===== src/rtl/moore_sched_pkg.sv =====
// ----------------------------------------------------------------------------
// moore_sched_pkg
// Shared definitions for the Moore detector scheduler: default sizing and the
// scheduler state encoding.
// Configuration macro: SCHED_PRIO_EN (consumed by rr_arbiter).
// ----------------------------------------------------------------------------
package moore_sched_pkg;

    localparam int DEF_N_REQ = 2;
    localparam int DEF_W     = 8;

    typedef enum logic [2:0] {
        IDLE  = 3'd0,
        CLR   = 3'd1,
        SHIFT = 3'd2,
        DRAIN = 3'd3,
        DONE  = 3'd4
    } state_t;

endpackage


===== src/rtl/rr_arbiter.sv =====
// ----------------------------------------------------------------------------
// rr_arbiter
// Picks one requester out of a request vector.
//   req_i  : per-requester request
//   ptr_i  : round-robin search start index
//   gnt_o  : one-hot grant (all zero when no request)
//   id_o   : encoded index of the granted requester
// Configuration macro: SCHED_PRIO_EN
//   defined   -> fixed priority, lowest index wins, ptr_i ignored
//   undefined -> round-robin, search starts at ptr_i and wraps to 0
// ----------------------------------------------------------------------------
module rr_arbiter
    import moore_sched_pkg::*;
#(
    parameter int N_REQ = DEF_N_REQ,
    parameter int IDW   = $clog2(N_REQ)
) (
    input  logic [N_REQ-1:0] req_i,
    input  logic [IDW-1:0]   ptr_i,
    output logic [N_REQ-1:0] gnt_o,
    output logic [IDW-1:0]   id_o
);

    logic found;

    // Round-robin as two passes: first the indices at or above the pointer,
    // then a plain low-to-high pass that covers the wrapped part.
    always_comb begin
        gnt_o = '0;
        id_o  = '0;
        found = 1'b0;
`ifndef SCHED_PRIO_EN
        for (int i = 0; i < N_REQ; i++) begin
            if (!found && req_i[i] && (i >= int'(ptr_i))) begin
                gnt_o[i] = 1'b1;
                id_o     = IDW'(i);
                found    = 1'b1;
            end
        end
`endif
        for (int i = 0; i < N_REQ; i++) begin
            if (!found && req_i[i]) begin
                gnt_o[i] = 1'b1;
                id_o     = IDW'(i);
                found    = 1'b1;
            end
        end
    end

`ifdef SCHED_PRIO_EN
    logic unused_ptr;
    assign unused_ptr = ^ptr_i;
`endif

endmodule


===== src/rtl/moore_det_scheduler.sv =====
// ----------------------------------------------------------------------------
// moore_det_scheduler
// Time-shares one serial Moore pattern detector between N_REQ requesters.
// A granted word is shifted into the detector MSB first after a detector
// clear; the detector's high samples are counted and returned with the id.
//   clk       : clock, rising edge
//   rst       : asynchronous reset, active low
//   req_valid : per-requester word valid
//   req_data  : requester i word at [i*W +: W]
//   req_ready : one-cycle one-hot accept pulse
//   det_rst   : detector reset, active high, registered
//   det_in    : detector serial input, registered
//   det_out   : detector output
//   res_valid / res_ready / res_id / res_count : result handshake
// Configuration macro: SCHED_PRIO_EN (fixed priority instead of round-robin).
//
// state | meaning
// IDLE  | detector held in reset, waiting for any req_valid
// CLR   | word latched, req_ready pulsed, detector reset, counters cleared
// SHIFT | W cycles driving word bits MSB first, sampling det_out from bit 1
// DRAIN | detector reset released for one more sample after the last bit
// DONE  | result presented until res_ready, then pointer advances
// ----------------------------------------------------------------------------
module moore_det_scheduler
    import moore_sched_pkg::*;
#(
    parameter int N_REQ = DEF_N_REQ,
    parameter int W     = DEF_W,
    parameter int IDW   = $clog2(N_REQ),
    parameter int CW    = $clog2(W + 1)
) (
    input  logic               clk,
    input  logic               rst,
    input  logic [N_REQ-1:0]   req_valid,
    input  logic [N_REQ*W-1:0] req_data,
    output logic [N_REQ-1:0]   req_ready,
    output logic               det_rst,
    output logic               det_in,
    input  logic               det_out,
    output logic               res_valid,
    input  logic               res_ready,
    output logic [IDW-1:0]     res_id,
    output logic [CW-1:0]      res_count
);

    state_t           state_q, state_d;
    logic [W-1:0]     word_q, word_d, word_sel;
    logic [IDW-1:0]   id_q, id_d, ptr_q, ptr_d, gnt_id;
    logic [N_REQ-1:0] gnt, req_ready_q, req_ready_d;
    logic [CW-1:0]    cnt_q, cnt_d, hit_q, hit_d, det_out_ext;
    logic [CW-1:0]    res_count_q, res_count_d;
    logic [IDW-1:0]   res_id_q, res_id_d;
    logic             det_rst_q, det_rst_d, det_in_q, det_in_d;
    logic             res_valid_q, res_valid_d;

    rr_arbiter #(.N_REQ(N_REQ), .IDW(IDW)) u_arb (
        .req_i (req_valid),
        .ptr_i (ptr_q),
        .gnt_o (gnt),
        .id_o  (gnt_id)
    );

    always_comb begin
        word_sel = '0;
        for (int i = 0; i < N_REQ; i++) begin
            if (gnt[i]) word_sel = req_data[i*W +: W];
        end
    end

    assign det_out_ext = {{(CW-1){1'b0}}, det_out};

    // Bit timer is a down-counter loaded with W-1; the first SHIFT cycle
    // (count still at its load value) has no meaningful detector sample yet.
    always_comb begin
        state_d     = state_q;
        word_d      = word_q;
        id_d        = id_q;
        ptr_d       = ptr_q;
        cnt_d       = cnt_q;
        hit_d       = hit_q;
        req_ready_d = '0;
        det_in_d    = 1'b0;
        res_valid_d = 1'b0;
        res_id_d    = res_id_q;
        res_count_d = res_count_q;
        case (state_q)
            IDLE: begin
                if (|req_valid) begin
                    req_ready_d = gnt;
                    word_d      = word_sel;
                    id_d        = gnt_id;
                    state_d     = CLR;
                end
            end
            CLR: begin
                cnt_d    = CW'(W - 1);
                hit_d    = '0;
                det_in_d = word_q[W-1];
                word_d   = word_q << 1;
                state_d  = SHIFT;
            end
            SHIFT: begin
                if (cnt_q != CW'(W - 1)) hit_d = hit_q + det_out_ext;
                if (cnt_q == '0) begin
                    state_d = DRAIN;
                end else begin
                    cnt_d    = cnt_q - 1'b1;
                    det_in_d = word_q[W-1];
                    word_d   = word_q << 1;
                end
            end
            DRAIN: begin
                res_count_d = hit_q + det_out_ext;
                res_id_d    = id_q;
                res_valid_d = 1'b1;
                state_d     = DONE;
            end
            DONE: begin
                if (res_ready) begin
                    ptr_d   = (id_q == IDW'(N_REQ - 1)) ? '0 : id_q + 1'b1;
                    state_d = IDLE;
                end else begin
                    res_valid_d = 1'b1;
                end
            end
            default: state_d = IDLE;
        endcase
        // Detector only runs while bits are in flight; it idles in reset.
        det_rst_d = !((state_d == SHIFT) || (state_d == DRAIN));
    end

    always_ff @(posedge clk or negedge rst) begin
        if (!rst) begin
            state_q     <= IDLE;
            word_q      <= '0;
            id_q        <= '0;
            ptr_q       <= '0;
            cnt_q       <= '0;
            hit_q       <= '0;
            req_ready_q <= '0;
            det_rst_q   <= 1'b1;
            det_in_q    <= 1'b0;
            res_valid_q <= 1'b0;
            res_id_q    <= '0;
            res_count_q <= '0;
        end else begin
            state_q     <= state_d;
            word_q      <= word_d;
            id_q        <= id_d;
            ptr_q       <= ptr_d;
            cnt_q       <= cnt_d;
            hit_q       <= hit_d;
            req_ready_q <= req_ready_d;
            det_rst_q   <= det_rst_d;
            det_in_q    <= det_in_d;
            res_valid_q <= res_valid_d;
            res_id_q    <= res_id_d;
            res_count_q <= res_count_d;
        end
    end

    assign req_ready = req_ready_q;
    assign det_rst   = det_rst_q;
    assign det_in    = det_in_q;
    assign res_valid = res_valid_q;
    assign res_id    = res_id_q;
    assign res_count = res_count_q;

endmodule


===== config.mk =====
export PLATFORM = sky130hd
export DESIGN_NAME = moore_det_scheduler
export DESIGN_NICKNAME = d
export VERILOG_FILES = /design/src/rtl/moore_sched_pkg.sv /design/src/rtl/rr_arbiter.sv /design/src/rtl/moore_det_scheduler.sv
export SDC_FILE = /design/constraint.sdc
export NUM_CORES = 1
export LEC_CHECK = 0
export ABC_AREA = 1
export CELL_PAD_IN_SITES_DETAIL_PLACEMENT = 0
export CELL_PAD_IN_SITES_GLOBAL_PLACEMENT = 1
export CORE_ASPECT_RATIO = 0.8
export CORE_MARGIN = 10
export CORE_UTILIZATION = 25
export CTS_CLUSTER_DIAMETER = 30
export DETAILED_ROUTE_END_ITERATION = 10
export PLACE_DENSITY_LB_ADDON = 0.1
export SYNTH_ARGS = -nofsm -noshare
export SYNTH_HDL_FRONTEND = slang
export SYNTH_SLANG_ARGS = --single-unit

===== constraint.sdc =====
create_clock -name clk -period 1.7 [get_ports clk]
set_input_delay 0.17 -clock clk [delete_from_list [all_inputs] [get_ports clk]]
set_output_delay 0.17 -clock clk [all_outputs]
set_load 0.02 [all_outputs]

Congestion heat map:
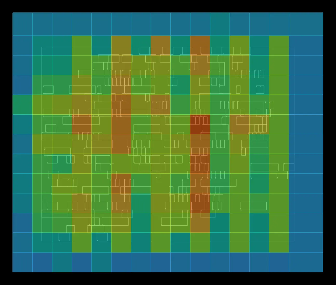
Tot GR Track Use: 8.67%
Finished Core Util: 35.0%

Nets reached from selected ports:
Bar = 20 um.
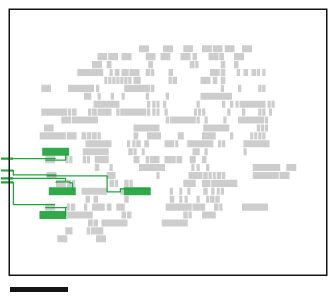
- res_count: green (bits 4; direction output; edge west; end cells 4; buffers 4; wire 146 um)
Ports: 32
port bufs: 31

Sequential cells grouped by signal name:
Other sequential cells in the stronger gray, the rest of the logic in the fainter gray.
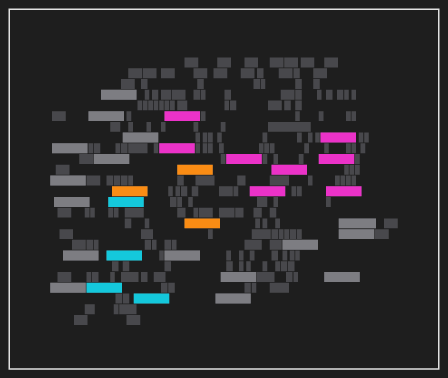
- word_q: magenta (flops 8)
- hit_q: cyan (flops 4; where south-west)
- state_q: orange (flops 3)
Seq area share: 37.0%
flip-flop and latch power: 1250 uW

Met2 routing:
Cells faint in the background.
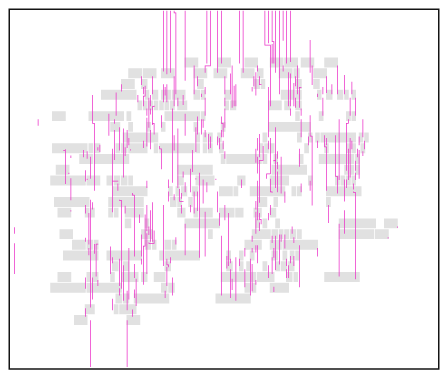
- longest straight run: 27.2 um
- nets with wire on the layer: 199
- wire length on this layer: 1620 um
- share of all routed wire: 41%
Detailed Route WL: 3940 um
met2 usage: 11.7%

## final cells by class
type	instances	area, um2
Clock buffer	6	82.6
Multi-Input combinational cell	150	704
Clock inverter	2	35.0
Timing Repair Buffer	35	340
Tap cell	81	101
Inverter	16	60.1
Fill cell	659	3910
Sequential cell	31	777
## final timing paths
check | startpoint | end | slack (ns) | cells past startpoint
max | det_rst | det_rst | 0.14 | 1
min | rst | res_count[1] | 0.28 | 2
max reg2reg | cnt_q[0] | word_q[2] | 0.24 | 8
min reg2reg | id_q | ptr_q | 0.46 | 1
max in group asynchronous | rst | det_rst | 1.09 | 2
min in group clk | id_q | ptr_q | 0.46 | 1
## state kept, by name (all words and copies together), names as in the netlist
signal / count
word_q: 8
cnt_q: 4
hit_q: 4
res_count: 4
state_q: 3
req_ready: 2
det_in: 1
det_rst: 1
id_q: 1
ptr_q: 1
res_id: 1
res_valid: 1
## kinds of logic (layout without fill, tap and decap cells)
family | count (synthesis) | count (layout)
AOI/OAI and AO/OA | 18 | 18
xor gates and xnor gates | 3 | 3
adders and majority gates | 4 | 4
and+or+nand+nor | 125 | 125
DFF | 31 | 31
buffers and inverters | 20 | 59
## metrics by stage
step	setup WS, ns	hold slack, ns	cell area, um2
6_report	0.143	0.279	2100
3_3_place_gp	0.189	0.452	1980
4_1_cts	0.119	0.299	2100
5_1_grt	0.101	0.318	2100
3_5_place_dp	0.209	0.451	1980
2_1_floorplan	0.451	-0.126	1570
## power by group through the flow
stage | Sequential, uW | Combinational, uW | Clock, uW
after CTS | 1250 | 1720 | 792
final | 1250 | 1680 | 766
after global placement | 1270 | 1720 | 0
after floorplan | 1350 | 1060 | 0
after global routing | 1300 | 1970 | 835
after detailed placement | 1260 | 1710 | 0
## cell usage in the layout (no fill, tap or decap), drive strengths merged
| master | count |
|---|---|
| ha | 4 |
| dfstp | 1 |
| xnor2 | 2 |
| clkinv | 1 |
| buf | 4 |
| nor2 | 12 |
| clkbuf | 6 |
| bufinv | 1 |
| nand3 | 31 |
| inv | 16 |
| nand2 | 82 |
| a21oi | 2 |
| o21bai | 1 |
| xor2 | 1 |
| dfrtp | 30 |
| o21ai | 15 |
| clkdlybuf4s50 | 31 |
## layer usage
| layer | vias to the layer above | wire (um) | global-route usage [%] |
|---|---|---|---|
| met4 | 0 | 48 | 2.96 |
| li1 | 716 | - | - |
| met3 | 6 | 205 | 3.21 |
| met5 | - | 0 | 0 |
| met1 | 612 | 2070 | 12.1 |
| met2 | 20 | 1620 | 11.7 |
==> qor.csv <==
stage,metric,value,unit
outcome,status,finished clean,
global_route,grt_first_pass_wirelength,6910,um
sta,setup_viol,0,
yosys,synthXorXnorAreaFrac,1.68,%
floorplanning,rows,25,
critical_path,cp_slowest_cell,clkdlybuf4s50_1,
cts,clock_sinks,31,
yosys,synthAoiAreaFrac,5.91,%
yosys,topCombFamilyByArea,simple AND/OR/NAND/NOR gates,
sta,finClkSkew,0.00477,ns
yosys,topCellsByArea,"dfrtp_1, nand2_1, nand3_1, ha_1, inv_1",
run,max_cap_violations,0,
finish,drive_gt1_share,10.0,%
yosys,synthAdderAreaFrac,3.19,%
cts,clk_pin_slew,0.07,ns
yosys,ys_seq_share,49.6,%
yosys,synth.top_cell.area_share,47.9,%
cts,holdBufCountCts,0,
cts,numCtsBuffers,5,
cts,htreeDepth,2,
pwr,power_frac_seq,33.9,%
yosys,ys_cells,201,
cts,clock_path_buffers,2,
yosys,syn-mean-instance-area,7.80,um2
floorplanning,die_h,90.8,um
critical_path,start_kind,register,
critical_path,crit_family,buffers and inverters,
detailed_routing,drt_iter0_markers,33,
cts,post-cts-setup-buffer-count,0,
sta,finalHoldViolCount,0,
sta,finalCriticalPeriod,1.56,ns
yosys,numSynthFlops,31,
detailed_routing,viasPerCell,4.22,
finish,diodes,0,
critical_path,crit_type,register to output port,
pwr,sw_frac_of_total,41.7,%
pwr,max-vdd-ir-drop,0.000614,V
sta,maxSlewViolCount,0,
place,dp_hpwl,2940,um
yosys,synth-edff-count,0,
global_route,gr-total-overflow,0,
sta,rsz0062_at_grt,false,
yosys,synthMuxAreaShare,0,%
floorplanning,core,6010,um2
yosys,synth.most_common_cell,nand2_1,
finish,nets,265,
run,warning_count,27,
pwr,power,3690,uW
finish,fin_cells,321,
critical_path,cp.arrival,1.39,ns
yosys,yosys.area.top_type,dfrtp_1,
critical_path,path_buffers,1,
yosys,top_cells_by_count,"nand2_1, dfrtp_1, nand3_1",
global_route,grt_max_degree,32,
pwr,powerDensity,1760,nW/um2
sta,timing.fmax,0.642,GHz
yosys,synth_top_flop_cell,dfrtp_1,
min_path,hold_path_class,primary input to asynchronous set/reset pin,
yosys,simple_gate_area_share,34.2,%
pwr,p_leak,0.00105,uW
floorplanning,die_w,109,um
detailed_routing,drc_errors,0,
yosys,postSynthCellCount,201,
sta,worst-slew-pin-transition,0.407,ns
critical_path,critical-path-max-stage-delay,0.59,ns
yosys,yosys_warnings,0,
yosys,yosys-stat-area,1570,um2
critical_path,crit_chain,clkdlybuf4s50_1,
yosys,syn_area,1570,um2
detailed_routing,wire_per_inst,12.3,um
floorplanning,dieArea,9860,um2
finish,syn_to_final_growth,34.0,%
sta,relSlewSlack,72.9,%
yosys,synth_nets,227,
yosys,ys_async_sr_fraction,100,%
global_route,grt_pass1_vias,1362,
critical_path,worstPathRequired,1.53,ns
critical_path,worstPathMaxFanout,1,
pwr,intPower,2150,uW
yosys,ys_types,20,
place,gp_congestion,0.740,
floorplanning,core_util_floorplan,26.1,%
detailed_routing,drt-pass1-iter-count,4,
pwr,switchingPower,1540,uW
detailed_routing,vias,1354,
detailed_routing,ant_nets,0,
pwr,pwr-share-clk,20.7,%
sta,period_used_share,91.6,%
cts,cts_resized,0,
cts,clock-root-buffer,clkbuf_8,
pwr,combPwrFrac,45.4,%
cts,cts_tree,yes,
global_route,antenna_found_initial,0,
place,dp_cells,313,
sta,final.setup.tns,0,ns
cts,insertion_delay,0.28,ns
critical_path,cp-end-kind,output port,
Power is estimated from default activity; no workload was simulated.
